==> src/rtl/lc3_mem_pkg.sv <==
// Shared definitions for the LC-3 memory arbiter: FSM states, port ids and
// the default read-access wait length.
package lc3_mem_pkg;

    typedef enum logic [2:0] {
        IDLE,
        ADDR,
        WAIT,
        DATA,
        WRITE,
        DONE
    } mem_state_e;

    localparam logic PORT_CPU  = 1'b0;
    localparam logic PORT_VIEW = 1'b1;

    localparam int unsigned WAIT_CYCLES_DEFAULT = 1;

endpackage

==> src/rtl/mem_rr_arbiter.sv <==
// Two-input round-robin arbiter: a lone request wins, a tie goes to the
// port that was not granted last.
module mem_rr_arbiter
    import lc3_mem_pkg::*;
(
    input  logic i_req_cpu,
    input  logic i_req_view,
    input  logic i_last_grant,
    output logic o_valid,
    output logic o_winner
);

    always_comb begin
        o_valid  = i_req_cpu | i_req_view;
        o_winner = PORT_CPU;
        if (i_req_cpu && i_req_view) begin
            o_winner = (i_last_grant == PORT_CPU) ? PORT_VIEW : PORT_CPU;
        end else if (i_req_view) begin
            o_winner = PORT_VIEW;
        end
    end

endmodule

==> src/rtl/memory_arbiter.sv <==
// Shares one LC-3 style memory (MAR/MDR/WE strobes) between a CPU port and a
// debug/loader port; one access at a time, non-preemptible, round-robin on ties.
module memory_arbiter
    import lc3_mem_pkg::*;
#(
    parameter int unsigned WAIT_CYCLES = WAIT_CYCLES_DEFAULT
) (
    input  logic        Clk,
    input  logic        Reset,
    input  logic        Cpu_Req,
    input  logic        Cpu_WE,
    input  logic [15:0] Cpu_Addr,
    input  logic [15:0] Cpu_Data,
    output logic        Cpu_Ready,
    output logic [15:0] Cpu_Rdata,
    input  logic        View_Req,
    input  logic        View_WE,
    input  logic [15:0] View_Addr,
    input  logic [15:0] View_Data,
    output logic        View_Ready,
    output logic [15:0] View_Rdata,
    output logic [15:0] Bus_Out,
    output logic        Load_MAR,
    output logic        Load_MDR,
    output logic        Memory_WE,
    input  logic [15:0] Memory_Out,
    output logic        Busy,
    output logic        Grant
);

    mem_state_e  r_state;
    logic [2:0]  r_wait_cnt;
    logic        r_we;
    logic [15:0] r_addr;
    logic [15:0] r_data;
    logic        r_grant;
    logic        r_rr_ptr;
    logic        r_busy;
    logic [15:0] r_bus_out;
    logic        r_load_mar;
    logic        r_load_mdr;
    logic        r_mem_we;
    logic        r_cpu_ready;
    logic        r_view_ready;
    logic [15:0] r_cpu_rdata;
    logic [15:0] r_view_rdata;

    logic        w_valid;
    logic        w_winner;

    mem_rr_arbiter u_rr_arbiter (
        .i_req_cpu   (Cpu_Req),
        .i_req_view  (View_Req),
        .i_last_grant(r_rr_ptr),
        .o_valid     (w_valid),
        .o_winner    (w_winner)
    );

    // Outputs are registered: each transition loads the strobes of the state it enters.
    always_ff @(posedge Clk or negedge Reset) begin
        if (!Reset) begin
            r_state      <= IDLE;
            r_wait_cnt   <= 3'd0;
            r_we         <= 1'b0;
            r_addr       <= 16'h0000;
            r_data       <= 16'h0000;
            r_grant      <= PORT_CPU;
            r_rr_ptr     <= PORT_VIEW;
            r_busy       <= 1'b0;
            r_bus_out    <= 16'h0000;
            r_load_mar   <= 1'b0;
            r_load_mdr   <= 1'b0;
            r_mem_we     <= 1'b0;
            r_cpu_ready  <= 1'b0;
            r_view_ready <= 1'b0;
            r_cpu_rdata  <= 16'h0000;
            r_view_rdata <= 16'h0000;
        end else begin
            r_bus_out    <= 16'h0000;
            r_load_mar   <= 1'b0;
            r_load_mdr   <= 1'b0;
            r_mem_we     <= 1'b0;
            r_cpu_ready  <= 1'b0;
            r_view_ready <= 1'b0;
            unique case (r_state)
                IDLE: begin
                    if (w_valid) begin
                        r_grant    <= w_winner;
                        r_rr_ptr   <= w_winner;
                        r_we       <= (w_winner == PORT_VIEW) ? View_WE   : Cpu_WE;
                        r_addr     <= (w_winner == PORT_VIEW) ? View_Addr : Cpu_Addr;
                        r_data     <= (w_winner == PORT_VIEW) ? View_Data : Cpu_Data;
                        r_bus_out  <= (w_winner == PORT_VIEW) ? View_Addr : Cpu_Addr;
                        r_load_mar <= 1'b1;
                        r_busy     <= 1'b1;
                        r_state    <= ADDR;
                    end
                end
                ADDR: begin
                    if (r_we) begin
                        r_bus_out  <= r_data;
                        r_load_mdr <= 1'b1;
                        r_state    <= DATA;
                    end else begin
                        r_wait_cnt <= 3'(WAIT_CYCLES - 1);
                        r_state    <= WAIT;
                    end
                end
                WAIT: begin
                    if (r_wait_cnt == 3'd0) begin
                        if (r_grant == PORT_VIEW) begin
                            r_view_rdata <= Memory_Out;
                            r_view_ready <= 1'b1;
                        end else begin
                            r_cpu_rdata <= Memory_Out;
                            r_cpu_ready <= 1'b1;
                        end
                        r_state <= DONE;
                    end else begin
                        r_wait_cnt <= r_wait_cnt - 3'd1;
                    end
                end
                DATA: begin
                    r_bus_out <= r_data;
                    r_mem_we  <= 1'b1;
                    r_state   <= WRITE;
                end
                WRITE: begin
                    r_cpu_ready  <= (r_grant == PORT_CPU);
                    r_view_ready <= (r_grant == PORT_VIEW);
                    r_state      <= DONE;
                end
                DONE: begin
                    r_busy  <= 1'b0;
                    r_state <= IDLE;
                end
                default: begin
                    r_busy  <= 1'b0;
                    r_state <= IDLE;
                end
            endcase
        end
    end

    assign Cpu_Ready  = r_cpu_ready;
    assign Cpu_Rdata  = r_cpu_rdata;
    assign View_Ready = r_view_ready;
    assign View_Rdata = r_view_rdata;
    assign Bus_Out    = r_bus_out;
    assign Load_MAR   = r_load_mar;
    assign Load_MDR   = r_load_mdr;
    assign Memory_WE  = r_mem_we;
    assign Busy       = r_busy;
    assign Grant      = r_grant;

endmodule

==> config.mk <==
export PLATFORM = sky130hd
export DESIGN_NAME = memory_arbiter
export DESIGN_NICKNAME = d
export VERILOG_FILES = /design/src/rtl/lc3_mem_pkg.sv /design/src/rtl/mem_rr_arbiter.sv /design/src/rtl/memory_arbiter.sv
export SDC_FILE = /design/constraint.sdc
export NUM_CORES = 1
export LEC_CHECK = 0
export CORE_MARGIN = 5
export CORE_UTILIZATION = 43
export CTS_CLUSTER_DIAMETER = 80
export DETAILED_ROUTE_END_ITERATION = 7
export GPL_TIMING_DRIVEN = 0
export PLACE_DENSITY = 0.88
export SKIP_CTS_REPAIR_TIMING = 1
export SLEW_MARGIN = 40
export SYNTH_ARGS = -nofsm -noshare
export SYNTH_HDL_FRONTEND = slang
export SYNTH_SLANG_ARGS = --single-unit
==> constraint.sdc <==
create_clock -name Clk -period 2.77 [get_ports Clk]
set_input_delay 0.277 -clock Clk [delete_from_list [all_inputs] [get_ports Clk]]
set_output_delay 0.277 -clock Clk [all_outputs]
set_load 0.02 [all_outputs]
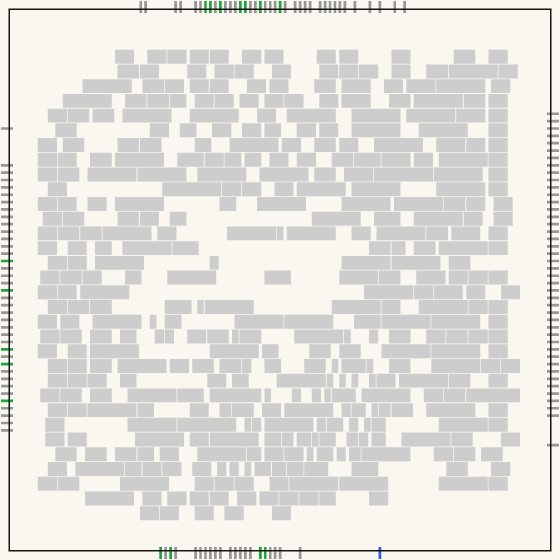
Fig. 1. Pin map.
Pins as bars across the die edge, other pins in grey.
legend:
  Cpu_Addr:
    colour: green
    pins: 16
    direction: input
    edge: 7 top, 5 left, 4 bottom
  Memory_WE:
    colour: blue
    pins: 1
    direction: output
    edge: bottom

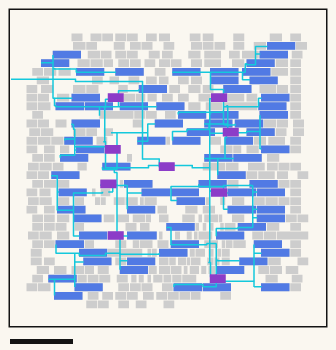
Fig. 2. Clock distribution.
Bar = 20 microns.
legend:
  cells driving clock nets:
    colour: purple
    count: 9
  clock wires:
    colour: cyan
    length: 878 microns
  flip-flops:
    colour: blue
    count: 79
flops lie: spread over the die
routed clock nets: 10

==> results.ini <==
[finish]
n_fill_cell = 584
clkbuf_count = 9
drive_above_1_share = 0.252
sh_comb_area = 0.260
nFlopsAndLatches = 79
fin_util = 0.680
seq_area_frac = 0.375

[yosys]
synthXorXnorAreaFrac = 0
synth_cell_types = 36
ys_sh_mux = 0.281
ff_type = dfrtp_1
netlist.area_leader.share = 0.564
ys_sh_simple = 0.0365
async_flop_share = 1.00

[pwr]
pg_comb_uw = 2630
p_comb_frac = 0.467
power.leakage_uw = 0.00226
seqPwrFrac = 0.353
switchingPower_uw = 1910

[placed_design]
place_inst = 482
gp_congestion = 0.749

[critical_path]
cp.depth = 5
cpPeakStageDelay_ns = 0.65
crit_type = primary input to register
endpoint = Bus_Out[11]

[global_routing]
grtUsageMet1 = 0.201
antenna_found_initial = 0

[detailed_routing]
dr.pass1.iters = 5

[outcome]
outcome = finished clean

[timing]
skew_ns = 0.00762
fin_ws_ns = 0.510

